[config.mk]
export PLATFORM = sky130hd
export DESIGN_NAME = reg_wr_initiator_flat
export DESIGN_NICKNAME = d
export VERILOG_FILES = /design/src/rtl/reg_wr_initiator_if.sv /design/src/rtl/reg_wr_initiator.sv /design/src/flat_wrapper.sv
export SDC_FILE = /design/constraint.sdc
export NUM_CORES = 1
export LEC_CHECK = 0
export ABC_CLOCK_PERIOD_IN_PS = 5130
export CAP_MARGIN = 30
export CORE_UTILIZATION = 35
export CTS_BUF_LIST = sky130_fd_sc_hd__clkbuf_8 sky130_fd_sc_hd__clkbuf_16
export CTS_CLUSTER_SIZE = 14
export DETAILED_ROUTE_END_ITERATION = 8
export DONT_BUFFER_PORTS = 1
export MAX_ROUTING_LAYER = met4
export PLACE_DENSITY = 0.55
export SLEW_MARGIN = 20
export SYNTH_ARGS = -nofsm -noshare
export SYNTH_HDL_FRONTEND = slang
export SYNTH_SLANG_ARGS = --single-unit
[constraint.sdc]
create_clock -name clk -period 5.13 [get_ports clk]
set_input_delay 1.026 -clock clk [delete_from_list [all_inputs] [get_ports clk]]
set_output_delay 1.026 -clock clk [all_outputs]
set_load 0.005 [all_outputs]
[src/rtl/reg_wr_initiator_if.sv]
// Host-request and register-write signal bundle for reg_wr_initiator.
// master = the initiator; slave = the host/register side driving requests, ack and busy.
interface reg_wr_initiator_if #(
  parameter int WIDTH     = 32,
  parameter int MAX_RETRY = 2
);
  localparam int RCW = $clog2(MAX_RETRY + 1) + 1;

  // Handshake: a request transfers on a rising clk edge where req_valid && req_ready;
  // req_data must be valid whenever req_valid is high, and is ignored while req_ready is low.
  logic             req_valid;
  logic [WIDTH-1:0] req_data;
  logic             req_ready;
  logic             wr_valid;
  logic [WIDTH-1:0] wr_data;
  logic             acknowledge;
  logic             reg_busy;
  logic             done;
  logic             error;
  logic [RCW-1:0]   retry_cnt;

  modport master (
    input  req_valid, req_data, acknowledge, reg_busy,
    output req_ready, wr_valid, wr_data, done, error, retry_cnt
  );

  modport slave (
    output req_valid, req_data, acknowledge, reg_busy,
    input  req_ready, wr_valid, wr_data, done, error, retry_cnt
  );
endinterface

[src/rtl/reg_wr_initiator.sv]
// Confirmed-write initiator: issues one write strobe per attempt, waits for the
// register's acknowledge, and retries on timeout before reporting done or error.
module reg_wr_initiator #(
  parameter int WIDTH     = 32,
  parameter int TIMEOUT   = 4,
  parameter int MAX_RETRY = 2
) (
  input  logic                 clk,
  input  logic                 reset,
  reg_wr_initiator_if.master   bus,
  output logic [1:0]           dbg_state
);
  localparam int RCW = $clog2(MAX_RETRY + 1) + 1;
  localparam int TW  = $clog2(TIMEOUT) + 1;
  localparam logic [TW-1:0]  TLAST = TW'(TIMEOUT - 1);
  localparam logic [RCW-1:0] RMAX  = RCW'(MAX_RETRY);

  typedef enum logic [1:0] {
    IDLE  = 2'd0,
    ARB   = 2'd1,
    WRITE = 2'd2,
    CHECK = 2'd3
  } state_t;

  state_t           state, state_nxt;
  logic [TW-1:0]    timer, timer_nxt;
  logic [RCW-1:0]   retry, retry_nxt;
  logic [WIDTH-1:0] data_q, data_nxt;
  logic             ready_q;
  logic             done_q, done_nxt;
  logic             error_q, error_nxt;
  logic             accept;

  // ready_q is a register so req_ready stays low while reset is held.
  assign accept = bus.req_valid && ready_q;

  always_comb begin
    state_nxt = state;
    timer_nxt = timer;
    retry_nxt = retry;
    data_nxt  = data_q;
    done_nxt  = 1'b0;
    error_nxt = 1'b0;
    case (state)
      IDLE: begin
        if (accept) begin
          data_nxt  = bus.req_data;
          retry_nxt = '0;
          state_nxt = ARB;
        end
      end
      ARB: begin
        if (!bus.reg_busy) state_nxt = WRITE;
      end
      WRITE: begin
        timer_nxt = '0;
        state_nxt = CHECK;
      end
      CHECK: begin
        // An ack on the last timer cycle still wins over the timeout.
        if (bus.acknowledge) begin
          done_nxt  = 1'b1;
          state_nxt = IDLE;
        end else if (timer == TLAST) begin
          if (retry < RMAX) begin
            retry_nxt = retry + RCW'(1);
            state_nxt = ARB;
          end else begin
            error_nxt = 1'b1;
            state_nxt = IDLE;
          end
        end else begin
          timer_nxt = timer + TW'(1);
        end
      end
      default: state_nxt = IDLE;
    endcase
  end

  always_ff @(posedge clk or posedge reset) begin
    if (reset) begin
      state   <= IDLE;
      timer   <= '0;
      retry   <= '0;
      data_q  <= '0;
      ready_q <= 1'b0;
      done_q  <= 1'b0;
      error_q <= 1'b0;
    end else begin
      state   <= state_nxt;
      timer   <= timer_nxt;
      retry   <= retry_nxt;
      data_q  <= data_nxt;
      ready_q <= (state_nxt == IDLE);
      done_q  <= done_nxt;
      error_q <= error_nxt;
    end
  end

  assign bus.req_ready = ready_q;
  assign bus.wr_valid  = (state == WRITE);
  assign bus.wr_data   = data_q;
  assign bus.done      = done_q;
  assign bus.error     = error_q;
  assign bus.retry_cnt = retry;
  assign dbg_state     = state;
endmodule

[src/flat_wrapper.sv]
// flat-port wrapper written by rule: the top's interface ports become plain ports
module reg_wr_initiator_flat 
#(
  parameter int WIDTH     = 32,
  parameter int TIMEOUT   = 4,
  parameter int MAX_RETRY = 2
)
  (clk, reset, dbg_state, bus_req_valid, bus_req_data, bus_acknowledge, bus_reg_busy, bus_req_ready, bus_wr_valid, bus_wr_data, bus_done, bus_error, bus_retry_cnt);
  reg_wr_initiator_if #(.WIDTH(WIDTH), .MAX_RETRY(MAX_RETRY)) bus_i ();
  input  logic clk;
  input  logic reset;
  output logic [1:0] dbg_state;
  input wire logic [$bits(bus_i.req_valid)-1:0] bus_req_valid;
  input wire logic [$bits(bus_i.req_data)-1:0] bus_req_data;
  input wire logic [$bits(bus_i.acknowledge)-1:0] bus_acknowledge;
  input wire logic [$bits(bus_i.reg_busy)-1:0] bus_reg_busy;
  output wire logic [$bits(bus_i.req_ready)-1:0] bus_req_ready;
  output wire logic [$bits(bus_i.wr_valid)-1:0] bus_wr_valid;
  output wire logic [$bits(bus_i.wr_data)-1:0] bus_wr_data;
  output wire logic [$bits(bus_i.done)-1:0] bus_done;
  output wire logic [$bits(bus_i.error)-1:0] bus_error;
  output wire logic [$bits(bus_i.retry_cnt)-1:0] bus_retry_cnt;
  assign bus_i.req_valid = bus_req_valid;
  assign bus_i.req_data = bus_req_data;
  assign bus_i.acknowledge = bus_acknowledge;
  assign bus_i.reg_busy = bus_reg_busy;
  assign bus_req_ready = bus_i.req_ready;
  assign bus_wr_valid = bus_i.wr_valid;
  assign bus_wr_data = bus_i.wr_data;
  assign bus_done = bus_i.done;
  assign bus_error = bus_i.error;
  assign bus_retry_cnt = bus_i.retry_cnt;
  reg_wr_initiator #(.WIDTH(WIDTH), .TIMEOUT(TIMEOUT), .MAX_RETRY(MAX_RETRY)) u_core (.clk(clk), .reset(reset), .bus(bus_i), .dbg_state(dbg_state));
endmodule
==> run summary, run 1 <==
Notes on the physical design

OpenROAD reports that the post-layout worst path occupies a little over two fifths of the period. For reference, the critical path cell chain is nor2b_1. Static timing analysis puts the maximum clock frequency at 464.1 MHz.

The number of antenna diodes in the final layout is 0. Wire segments on met3 add up to 384 um in the final route. The flip-flop and latch power is approximately 0.64 mW. The post-route netlist has between 30 and 40% of its cells at a drive strength greater than 1. Counting along the longest clock path gives a buffer depth of 2. The internal power is roughly 0.86 mW. The final net count is ~160. After detailed routing, the number of remaining DRC violations is 0. After technology mapping, the gate count stands at approximately 110. Of all power groups, the one with the highest power is sequential cells. The clock network consumes a total of ~0.27 mW.

The number of nets with antenna violations after detailed routing is 0. The post-synthesis share of cell area spent on full adders, half adders and majority gates is 2.028%. The netlist area before placement is 1851 um2. With fillers left out, the area of the finished cells amounts to between 2000 and 2500 um2. Power attributed to combinational cells is around 0.31 mW.

The total power draw is about 1.2 mW. The number of buffers inserted by hold repair at cts is 0. Fill cells in the final layout number between 400 and 500.

The count of input and output buffers is 0. For met2 alone, demand over resource in global routing was roughly 18%. The net count of the mapped netlist is 153.

Per the OpenROAD floorplan log, the width of the die is roughly 75 um. The met1 usage in global routing is between 10 and 15%. met2 is the most crowded layer. The number of hold violations in the final report is 0.

The total routed wire length on the met1 layer is around 1.4 mm. The post-synthesis async set-or-reset flop share is 100.0%. The run finished with clean final reports.

The switching part of the total is between 20 and 30%. The worst setup path is launched from a flop. The ratio of routed vias to standard cells is just over 5. The xor and xnor fraction of the mapped netlist area is 0%. Setup repair after global routing left no endpoint under its margin.

At the later pin of the worst-skew pair, clock insertion delay measures 0.29 ns. The final route contains roughly 960 vias. VDD sags by at most roughly 0.27 mV. The timing report notes that buffer and inverter cells on the critical path total 0. Counting distinct cell types in the post-synthesis netlist gives 27. The slew at the pin closest to its max-slew limit is roughly 0.84 ns. The count of standard-cell rows is 26. According to the floorplan report, the total die area is ~5600 um2. Yosys shows that the main logic family after synthesis is multiplexers. The detailed-routed wire length on met2 is approximately 1.5 mm. The routed design could run at a clock period as short as 2.155 ns. The data arrival time of the critical path is roughly 1.1 ns.

The core utilization at floorplan is between 30% and 40%. The post-CTS resize count is 0. TritonCTS reports the number of clock sinks as around 43. The total negative setup slack is 0 ns. The longest individual stage delay on the worst path is slightly above 0.6 ns. The area after detailed placement is about 1900 um2. The sequential area share after synthesis is 58.15%. The average routed wire per standard cell is approximately 18 um. The detailed router's first-iteration violation count is 36. The congestion estimate from routability-driven global placement came to 0.6611. The share of total power in combinational logic is 25.4%.

The H-tree depth is 2. The type of the worst min-delay path is flop to flop. Per the detail_route log, the uppermost layer with routed signals is met4. The number of primary I/O pins is approximately 80. The share of synthesized cell area in and, or, nand and nor gates is around 5.1%.

The pre-antenna-repair detailed-routing pass consisted of 4 iterations. The remaining max-slew budget at the tightest pin is 44.01%. The root buffer cell chosen for the clock tree is sky130_fd_sc_hd__clkbuf_8.

The cell class contributing the biggest share of worst-path delay is flip-flops. The type of element capturing the critical path is an output pin. After global routing the overflow that remains totals 0.

The area added between synthesis and finish is 8.114%. The commonest register cell after synthesis is sky130_fd_sc_hd__dfrtp_1. After layout, the setup clock skew is reported as between 0.01 and 0.015 ns. The share of power burned in registers is about 52%. The global routing report lists combined usage of all routing layers as 12.29%. The category of the critical setup timing path is flop to output pin.

The HPWL after detailed placement is between 2 and 2.5 mm. The clock network power share is about 22%. The endpoint required time on the critical path is around 4.1 ns. STA lists the maximum fanout along the critical path as 13. The via count of the first global-routing pass is ~960. The compound-gate portion of the synthesized area is roughly 4.7%. Among all stages on the critical path, the largest delay is contributed by sky130_fd_sc_hd__dfrtp_1. On the reported timing paths, the clock transition at the registers reads approximately 0.080 ns. The routed wire length is roughly 3.3 mm.

The leakage dissipation is about 1 nW. The synthesized design contains 0 enable-type register cells.
==> run 1: per-stage QoR <==
stage,setup slack (ns),util (%),hold slack (ns),std cells
final,2.975,39.17,0.5413,186
after global routing,2.910,39.17,0.5571,186
after CTS,2.964,39.17,0.5423,186
after detailed placement,2.720,36.87,0.5208,178
after global placement,2.777,36.87,0.4784,178
after floorplan,3.101,-,0.4698,113
==> run 1: synth_stat cells, drive strengths merged, types with 2 or more instances <==
master / n / area share (%)
dfrtp: 43 / 58
ha: 3 / 2.0
inv: 2 / 0.41
buf: 6 / 4.3
nand2: 3 / 0.61
nor2b: 2 / 0.68
o21ai: 2 / 0.54
nor2: 3 / 0.61
mux2: 32 / 25
a32o: 2 / 1.1
a22o: 2 / 0.95
==> run 1: final timing paths <==
| path | slack, ns | cells past startpoint | startpoint | end |
|---|---|---|---|---|
| setup / recovery | 2.98 | 1 | u_core.dbg_state[1]$_DFF_PP0_ | bus_wr_valid |
| hold / removal | 0.54 | 1 | u_core.bus.wr_data[12]$_DFFE_PP0P_ | u_core.bus.wr_data[12]$_DFFE_PP0P_ |
| setup reg to reg | 3.06 | 2 | u_core.dbg_state[0]$_DFF_PP0_ | u_core.bus.wr_data[0]$_DFFE_PP0P_ |
| hold reg to reg | 0.54 | 1 | u_core.bus.wr_data[12]$_DFFE_PP0P_ | u_core.bus.wr_data[12]$_DFFE_PP0P_ |
| max in group asynchronous | 4.02 | 2 | reset | u_core.bus.wr_data[11]$_DFFE_PP0P_ |
| min in group asynchronous | 0.75 | 2 | reset | u_core.bus.wr_data[6]$_DFFE_PP0P_ |
==> run 1: worst reg2reg max path: stages, from the launching register on <==
cell and delay (ns):
sky130_fd_sc_hd__dfrtp_1 0.52, sky130_fd_sc_hd__nand4bb_4 0.85, sky130_fd_sc_hd__mux2_4 0.59
==> run 1: cell usage in the layout, fill, tap and decap left out, types with 2 or more instances in the layout <==
master / synthesis / layout
sky130_fd_sc_hd__dfrtp_1: 43 / 43
sky130_fd_sc_hd__a32o_1: 2 / 2
sky130_fd_sc_hd__nor2_1: 3 / 3
sky130_fd_sc_hd__a22o_1: 2 / 2
sky130_fd_sc_hd__mux2_4: 26 / 26
sky130_fd_sc_hd__o21ai_0: 2 / 2
sky130_fd_sc_hd__mux2_2: 6 / 6
sky130_fd_sc_hd__nand2_1: 3 / 3
sky130_fd_sc_hd__clkbuf_8: 0 / 6
sky130_fd_sc_hd__nor2b_1: 2 / 2
sky130_fd_sc_hd__ha_1: 3 / 3
==> run 1: cell type report <==
type	instances	area [um2]	area share (%)
Sequential cell	43	1076	53.78
Tap cell	70	87.58	4.378
Timing Repair Buffer	1	7.507	0.3752
Inverter	2	7.507	0.3752
Clock inverter	2	35.03	1.751
Clock buffer	6	82.58	4.128
Multi-Input combinational cell	62	704.4	35.21
==> run 1: registers in the layout, indices dropped and copies added (netlist names) <==
signal                count
u_core.timer              3
u_core.bus.wr_data       32
u_core.bus.retry_cnt      3
u_core.bus.error          1
u_core.dbg_state          2
u_core.bus.req_ready      1
u_core.bus.done           1
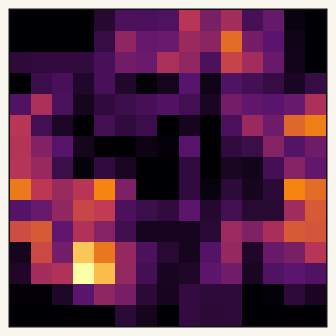
Figure 1: run 1, signal metal coverage by tile.
15 x 15 tiles, from black (low) to pale yellow (high), scaled to the fullest tile. Values are wire area over tile area, all layers added.
fullest tile	0.45
nearly empty tiles	18%
tiles over half the peak	8.9%
mean over tiles	0.099
emptiest ninth of the die	centre

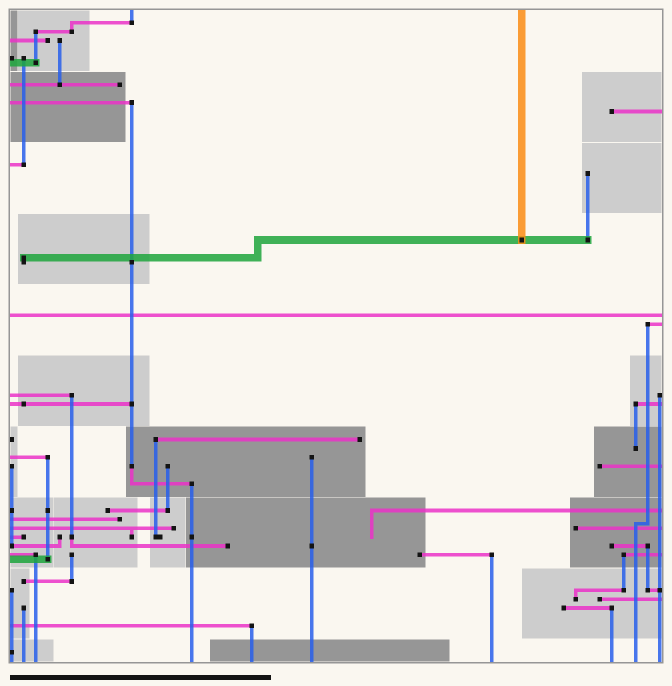
Figure 2: run 1, zoomed window.
The bar under the picture is 10 um long. Region (25, 10) to (50, 35) um. Cells in grey, sequential cells in the stronger grey; small squares are vias.
colour	layer
magenta	M1
green	M3
blue	M2
orange	M4
netlist names of flops here include	u_core.bus.done (1), u_core.timer (1)
most frequent	clkbuf_8 (3), dfrtp_1 (2)
sequential cells in the window	2
cells with their middle in the window	9

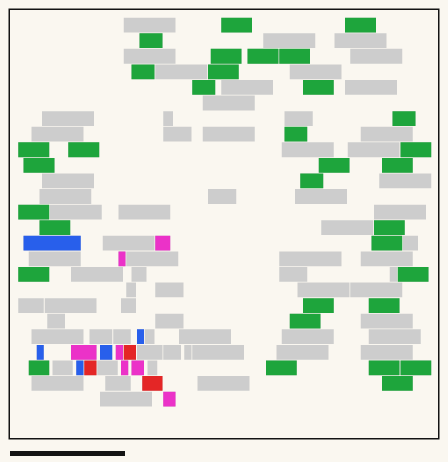
Figure 3: run 1, gate-type map.
The bar under the picture is 20 um long.
colour	family	cells
red	and/or cells	3
magenta	nor cells	7
green	mux cells	33
blue	nand cells	5

==> run 2: changes to the inputs <==
ABC_CLOCK_PERIOD_IN_PS = 1900   (was 5130)
PLACE_DENSITY = 0.57   (was 0.55)
clock period = 1.9 ns   (was 5.13 ns; I/O delays follow)
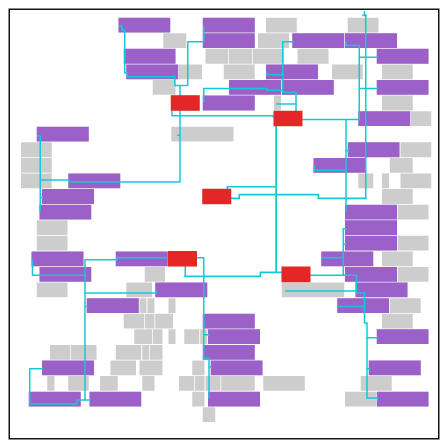
Figure 4: run 2, clock distribution.
[cyan] clock wires | length: 516 um
[purple] flip-flops | count: 43
[red] clock-net drivers | count: 5
routed clock nets	6

==> run 2 against run 1 <==
Compared with the run above: via count down 2.3%; flip-flop count did not move; wire length fell by 8.4%; clock-buffer cell count shrank 1; synthesized cell count did not move; critical path depth rose by 4; largest power group unchanged.
==> run summary, run 2 <==
Notes on the physical design

The commonest register cell after synthesis is sky130_fd_sc_hd__dfrtp_1 (unchanged). The compound-gate portion of the synthesized area came to 4.733% (unchanged). The number of synthesis warnings is 0 (unchanged). The post-synthesis share of cell area spent on full adders, half adders and majority gates is 2.028% (unchanged). The worst slack at placement is 0.1113 ns (was 2.720 ns). The endpoint required time on the critical path came to 2.12 ns (was 4.10 ns).

The routability congestion estimate came to 0.7685 (was 0.6611). The cell at the root of the clock tree is sky130_fd_sc_hd__clkbuf_8 (unchanged). The number of hold violations in the final report is 0 (unchanged). The main logic family after synthesis was multiplexers (unchanged). The standard cell core area is 5107 um2 (unchanged).

The ratio of cells with drive above 1 in the final layout is 37.29% (was 37.93%). The post-detailed-route DRC marker count is 0 (unchanged). The number of sinks handled by clock tree synthesis was 43 (unchanged).

The area added between synthesis and finish came to 9.939% (was 8.114%). The category of the critical setup timing path is flop to flop (was flop to output pin). The remaining global-route overflow is 0 (unchanged). The count of standard-cell rows was 26 (unchanged).

The detailed router's first-iteration violation count is 28 (was 36). The type of element launching the critical path is a flop (unchanged). The netlist area before placement is 1851 um2 (unchanged). The highest achievable clock rate is roughly 550 MHz. The H-tree depth is 2 (unchanged). The total die size is 5582 um2 (unchanged).

The smallest hold slack is 0.1481 ns (was 0.5413 ns). The total routed wire length on the met1 layer came to 1.298 mm (was 1.352 mm). The leakage dissipation came to 1.003 nW (was 0.9824 nW). The longest individual stage delay on the worst path is 0.61 ns (about the same). The multiplexer share of the synthesized area is 25.29% (unchanged). Top cells by area in the synthesized netlist: sky130_fd_sc_hd__dfrtp_1 58%, sky130_fd_sc_hd__mux2_4 21%, sky130_fd_sc_hd__mux2_2 3.7% (unchanged).

The type of the worst min-delay path is input port to flop (was flop to flop). The total number of vias came to 936 (was 958). The total negative setup slack is 0 ns (unchanged). The routed wire length is 3.022 mm (was 3.298 mm). The flip-flop count of the largest register, all copies and words added was 32 (unchanged). The slowest stage cell on the critical path is sky130_fd_sc_hd__or4b_2 (was sky130_fd_sc_hd__dfrtp_1). The count of input and output buffers is 0 (unchanged). The clock insertion delay at the later pin of the skew report is 0.29 ns (about the same). The biggest area consumer among synthesized cells was sky130_fd_sc_hd__dfrtp_1 (unchanged). The type of element capturing the critical path is a flop (was output pin). The ratio of routed vias to standard cells is 4.979 (was 5.151). The maximum fanout count along the critical path is 3 (was 13). The maximum clock insertion buffer count is 2 (unchanged). The count of unique library cells instantiated by Yosys is 27 (unchanged). Most frequent cells in the layout: 43 x sky130_fd_sc_hd__dfrtp_1, 26 x sky130_fd_sc_hd__mux2_4, 6 x sky130_fd_sc_hd__mux2_2 (was 43 x sky130_fd_sc_hd__dfrtp_1, 26 x sky130_fd_sc_hd__mux2_4, 6 x sky130_fd_sc_hd__mux2_2, 6 x sky130_fd_sc_hd__clkbuf_8). The iteration count of the initial detailed-routing pass is 2 (was 4). The clock tree skew after final layout is 0.008654 ns (was 0.01012 ns). The clock-pin transition on the worst setup and hold timing paths came to 0.08 ns (about the same). The worst path uses 95.56% of the clock period. The antenna diode count was 0 (unchanged).

The number of synthesized flops with an enable pin is 0 (unchanged). The detailed-placement wirelength estimate is 2.102 mm (was 2.253 mm). The area share of the leading cell type in the synthesized netlist came to 58.15% (unchanged). The share of synthesized cell area in and, or, nand and nor gates is 5.139% (unchanged). The slew at the pin closest to its max-slew limit is 0.5021 ns (was 0.8380 ns). The average routed wire per standard cell is 16.07 um (was 17.73 um).

The sequential area share after synthesis is 58.15% (unchanged). The data arrival time of the critical path came to 2.03 ns (was 1.13 ns). The xor and xnor fraction of the mapped netlist area is 0% (unchanged).

The via count of the first global-routing pass was 953 (was 961). The first-pass GRT wire length came to 4.264 mm (was 4.754 mm). The TritonCTS clock tree is done (unchanged). The die outline width was 74.72 um (unchanged). The uppermost layer routed is met4 (unchanged). Status: completed (unchanged). The remaining max-slew budget at the tightest pin was 66.53% (was 44.01%). The post-CTS resize count was 0 (unchanged). The number of buffers inserted by hold repair at cts was 1 (was 0).

Sequence of cells on the critical path: ha_1 -> ha_1 -> or4b_2 -> o21ai_0 -> o2bb2ai_1 (was nor2b_1). The most repeated cell in the gate-level netlist after synthesis is sky130_fd_sc_hd__dfrtp_1 (unchanged). Commonest cells in the netlist: 43 x sky130_fd_sc_hd__dfrtp_1, 26 x sky130_fd_sc_hd__mux2_4, 6 x sky130_fd_sc_hd__mux2_2 (unchanged). Unrepaired setup endpoints after global routing: no (unchanged).

The number of nets with antenna violations after detailed routing was 0 (unchanged). The final net count is 157 (was 155). The detailed-routed wire length on met2 is 1.431 mm (was 1.513 mm).

The core utilization at floorplan was 36.23% (unchanged). The number of primary I/O pins is 78 (unchanged). The setup slack after layout is 0.08427 ns (was 2.975 ns). The peak supply drop is 0.4340 mV (was 0.2705 mV). The most numerous logic cell after layout was sky130_fd_sc_hd__dfrtp_1 (unchanged).

Subtracting the final worst setup slack from the clock period gives 1.816 ns. The synthesized instance count was 113 (unchanged). The global-route usage over all layers is 10.71% (was 12.29%).

The net count of the mapped netlist came to 153 (unchanged). The post-synthesis async set-or-reset flop share is 100.0% (unchanged). The wire length on met3 is 233 um (was 384 um).
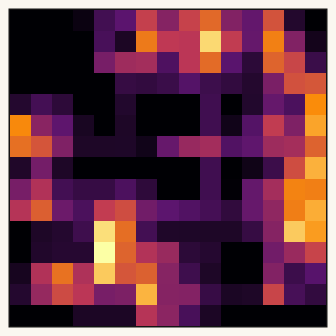
Figure 5: run 2, signal metal coverage by tile.
15 x 15 tiles, from black (low) to pale yellow (high), scaled to the fullest tile. Values are wire area over tile area, all layers added.
emptiest ninth of the die	north-west
densest ninth of the die	east
tiles over half the peak	20%
nearly empty tiles	23%

[run 2: cell count changes in the layout (fill, tap and decap cells not counted)]
cell                            delta
sky130_fd_sc_hd__inv_1             +1
sky130_fd_sc_hd__nand4bb_2         +1
sky130_fd_sc_hd__dlygate4sd3_1     +1
sky130_fd_sc_hd__nand4bb_4         -1
sky130_fd_sc_hd__bufinv_16         +1
sky130_fd_sc_hd__clkbuf_8          -1
sky130_fd_sc_hd__clkinv_2          -1
sky130_fd_sc_hd__buf_12            +1
[run 2: metrics by stage]
stage | std cells | utilization [%] | cell area (um2) | power (mW)
4_1_cts | 188 | 39.83 | 2034 | 3.388
3_3_place_gp | 179 | 37.04 | 1892 | 2.507
3_5_place_dp | 179 | 37.04 | 1892 | 2.552
2_1_floorplan | 113 | - | 1851 | 2.409
6_report | 188 | 39.83 | 2034 | 3.343
5_1_grt | 188 | 39.83 | 2034 | 3.572
[run 2: path summary, 6_finish.rpt]
check / start / slack (ns) / endpoint / cells past startpoint
min in group asynchronous: reset / 0.39 / u_core.bus.wr_data[19]$_DFFE_PP0P_ / 2
max in group asynchronous: reset / 0.85 / u_core.bus.wr_data[15]$_DFFE_PP0P_ / 3
worst max-delay path: u_core.timer[0]$_DFFE_PP0P_ / 0.08 / u_core.timer[2]$_DFFE_PP0P_ / 5
worst max register to register: u_core.timer[0]$_DFFE_PP0P_ / 0.08 / u_core.timer[2]$_DFFE_PP0P_ / 5
worst min register to register: u_core.timer[1]$_DFFE_PP0P_ / 0.53 / u_core.timer[1]$_DFFE_PP0P_ / 1
worst min-delay path: bus_acknowledge / 0.15 / u_core.bus.error$_DFF_PP0_ / 1
[run 2: logic make-up after synthesis]
kind of cell             count (synthesis)
multiplexers                            33
flip-flops                              43
AND-OR/OR-AND                           11
adder cells (fa/ha/maj)                  3
buffers and inverters                    8
AND/OR/NAND/NOR                         15
[run 2: layout make-up]
cell class                 instances  area, um2
clock inverter                     3      63.81
tap                               70      87.58
sequential                        43       1076
fill                             494       3073
multi-input combinational         62      693.2
timing repair buffer               3      37.54
inverter                           2      7.507
clock buffer                       5      68.82
[run 2: worst max-delay path, delay by kind of cell (launching register included)]
kind / cells / cell delay (ns)
simple gates: 1 / 0.61
flops: 1 / 0.41
compound gates: 2 / 0.21
fa+ha+maj: 2 / 0.52
[run 2: per-layer routing]
metal  up-vias  global-route usage, %
li1        410                      -
met1       472                  12.66
met2        49                  16.32
met3         5                  3.748
met4         0                  5.031
met5         -                      -
[run 2: where the power goes]
part	internal [mW]	switching, mW	leakage (nW)	total (mW)
Sequential	1.33	0.366	0.535	1.69
Clock	0.520	0.291	0.0695	0.811
Combinational	0.575	0.264	0.399	0.838
Total	2.42	0.921	1.00	3.34
==> run 3: changes to the inputs <==
ABC_CLOCK_PERIOD_IN_PS = 2100   (was 1900)
PLACE_DENSITY = 0.55   (was 0.57)
clock period = 2.1 ns   (was 1.9 ns; I/O delays follow)
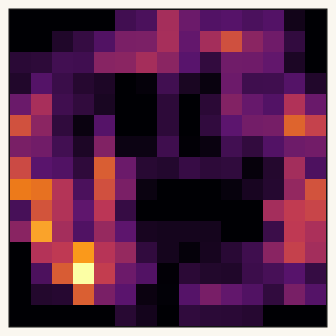
Figure 6: run 3, signal metal coverage by tile.
15 x 15 tiles, from black (low) to pale yellow (high), scaled to the fullest tile. Values are wire area over tile area, all layers added.
densest ninth of the die	west
emptiest ninth of the die	centre
tiles over half the peak	9.8%
mean over tiles	0.10

==> run 3 against run 2 <==
Compared with the run above: combinational power grew 2%; total power decreased by 15%; first-iteration DRC count did not move; clock skew about the same; clock-buffer cell count unchanged; die area unchanged; sequential power shrank about 10%; area after synthesis unchanged; wire length rose by 12%; critical path type unchanged; largest power group unchanged.
==> run summary, run 3 <==
Notes on the physical design

The portion of the clock cycle consumed by the worst path in the final layout was 87.42% (was 95.56%). The count of unique library cells instantiated by Yosys is 27 (unchanged). Commonest cells in the netlist: 43 x sky130_fd_sc_hd__dfrtp_1, 26 x sky130_fd_sc_hd__mux2_4, 6 x sky130_fd_sc_hd__mux2_2 (unchanged).

The global-route usage over all layers is 12.77% (was 10.71%). The share of synthesized cell area in and, or, nand and nor gates was 5.139% (unchanged). The area added between synthesis and finish was 9.263% (was 9.939%). The routed wire length is 3.380 mm (was 3.022 mm). The data arrival time of the critical path is 2.05 ns (was 2.03 ns).

The netlist area before placement is 1851 um2 (unchanged). The endpoint required time on the critical path is 2.32 ns (was 2.12 ns). The standard cell core area is 5107 um2 (unchanged). The die outline width is 74.72 um (unchanged). The biggest area consumer among synthesized cells is sky130_fd_sc_hd__dfrtp_1 (unchanged). The main logic family after synthesis is multiplexers (unchanged).

The most numerous logic cell after layout is sky130_fd_sc_hd__dfrtp_1 (unchanged). The post-detailed-route DRC marker count came to 0 (unchanged). The multiplexer share of the synthesized area is 25.29% (unchanged). The number of sinks handled by clock tree synthesis is 43 (unchanged). The longest individual stage delay on the worst path is 0.64 ns (was 0.61 ns). The number of nets with antenna violations after detailed routing came to 0 (unchanged). The clock-pin transition on the worst setup and hold timing paths is 0.08 ns (about the same). The maximum clock insertion buffer count is 2 (unchanged). The cell class contributing the biggest share of worst-path delay is simple AND/OR/NAND/NOR gates (unchanged).

The H-tree depth is 2 (unchanged). The number of buffer and inverter instances along the worst setup path was 0 (unchanged). The number of filler instances in the final layout is 497 (was 494). The smallest hold slack is 0.04369 ns (was 0.1481 ns). The average routed wire per standard cell is 17.79 um (was 16.07 um). The number of standard cells in the final layout excluding fillers is 190 (was 188). The ratio of routed vias to standard cells is 5.068 (was 4.979). The routability congestion estimate was 0.6958 (was 0.7685). Top cells by area in the synthesized netlist: sky130_fd_sc_hd__dfrtp_1 58%, sky130_fd_sc_hd__mux2_4 21%, sky130_fd_sc_hd__mux2_2 3.7% (unchanged). The total die size is 5582 um2 (unchanged).

The ratio of cells with drive above 1 in the final layout is 40.00% (was 37.29%). The compound-gate portion of the synthesized area came to 4.733% (unchanged). The iteration count of the initial detailed-routing pass is 5 (was 2).

The post-synthesis async set-or-reset flop share was 100.0% (unchanged). The core utilization of the finished layout came to 39.59% (was 39.83%). The most repeated cell in the gate-level netlist after synthesis is sky130_fd_sc_hd__dfrtp_1 (unchanged). The cell at the root of the clock tree is sky130_fd_sc_hd__clkbuf_8 (unchanged). The antenna diode count was 0 (unchanged). The clock insertion delay at the later pin of the skew report is 0.29 ns (about the same). The number of synthesized flops with an enable pin was 0 (unchanged). Unrepaired setup endpoints after global routing: no (unchanged). The slowest stage cell on the critical path is sky130_fd_sc_hd__or4b_2 (unchanged). The highest achievable clock rate is 544.7 MHz (was 550.7 MHz). The TritonCTS clock tree was done (unchanged). The leakage dissipation is 0.9980 nW (was 1.003 nW). Sequence of cells on the critical path: ha_1 -> ha_1 -> or4b_2 -> o21ai_0 -> o2bb2ai_1 (unchanged). The clock tree skew after final layout is 0.008620 ns (was 0.008654 ns). The remaining global-route overflow is 0 (unchanged). Status: completed (unchanged). The remaining max-slew budget at the tightest pin came to 73.71% (was 66.53%). The total power draw is 2.854 mW (was 3.343 mW). The number of primary I/O pins is 78 (unchanged).

The core utilization at floorplan is 36.23% (unchanged). The total negative setup slack is 0 ns (unchanged). The count of input and output buffers is 0 (unchanged).

The flip-flop count of the largest register, all copies and words added is 32 (unchanged).
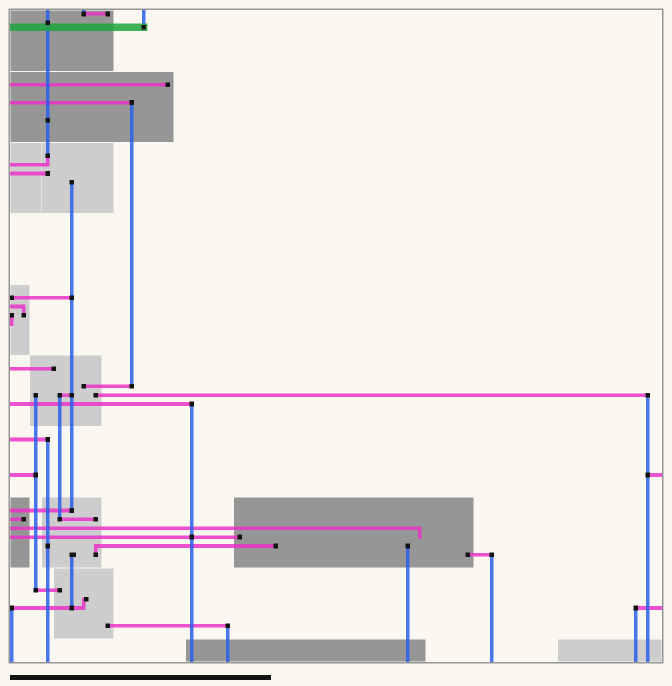
Figure 7: run 3, zoomed window.
The bar under the picture is 10 um long. Region (25, 10) to (50, 35) um. Cells in grey, sequential cells in the stronger grey; small squares are vias.
colour	layer
magenta	M1
green	M3
blue	M2
most frequent	dfrtp_1 (2)
sequential cells in the window	2
cells with their middle in the window	6
netlist names of flops here include	u_core.bus.done (1), u_core.dbg_state (1)

run 3: cell counts after synthesis:
No cell type changed its count.
run 3: layer usage:
layer | track usage, % | vias up | part of all wire (%)
li1 | - | 416 | -
met1 | 12.68 | 483 | 37
met2 | 20.32 | 57 | 49
met3 | 6.560 | 7 | 12
met4 | 6.918 | 0 | 2.0
met5 | - | - | 0
run 3: cells by family (layout without fill, tap and decap cells):
kind of cell               after synthesis  in the layout
DFF                                     43             43
muxes                                   33             33
and+or+nand+nor                         15             15
AOI/OAI and AO/OA                       11             11
buffers and inverters                    8             15
adders and majority gates                3              3
run 3: worst paths after layout:
check	start	endpoint	slack [ns]	depth (start not counted)
min	reset	u_core.timer[2]$_DFFE_PP0P_	0.04	2
max in group asynchronous	reset	u_core.dbg_state[1]$_DFF_PP0_	1.85	2
min in group clk	bus_acknowledge	u_core.bus.error$_DFF_PP0_	0.18	1
max	u_core.timer[0]$_DFFE_PP0P_	u_core.timer[2]$_DFFE_PP0P_	0.26	5
max reg2reg	u_core.timer[0]$_DFFE_PP0P_	u_core.timer[2]$_DFFE_PP0P_	0.26	5
min reg2reg	u_core.timer[1]$_DFFE_PP0P_	u_core.timer[1]$_DFFE_PP0P_	0.52	1
run 3: report_power, final:
part	switching (mW)	internal [mW]
combinational	0.295	0.558
sequential	0.299	1.20
clock	0.273	0.228
run 3: area by class of cell:
| class | instances | area (um2) | share of cell area, % |
|---|---|---|---|
| Clock inverter | 3 | 15.01 | 0.7426 |
| Clock buffer | 5 | 68.82 | 3.403 |
| Multi-Input combinational cell | 62 | 704.4 | 34.84 |
| Tap cell | 70 | 87.58 | 4.332 |
| Timing Repair Buffer | 5 | 62.56 | 3.094 |
| Sequential cell | 43 | 1076 | 53.22 |
| Inverter | 2 | 7.507 | 0.3713 |
run 3: per-stage QoR:
| step | setup slack, ns | instance area (um2) |
|---|---|---|
| after global placement | 0.3798 | 1938 |
| after floorplan | 0.4013 | 1851 |
| final | 0.2641 | 2022 |
| after CTS | 0.2839 | 2022 |
| after detailed placement | 0.3067 | 1938 |
| after global routing | 0.1958 | 2022 |
Power is estimated from default activity; no workload was simulated.
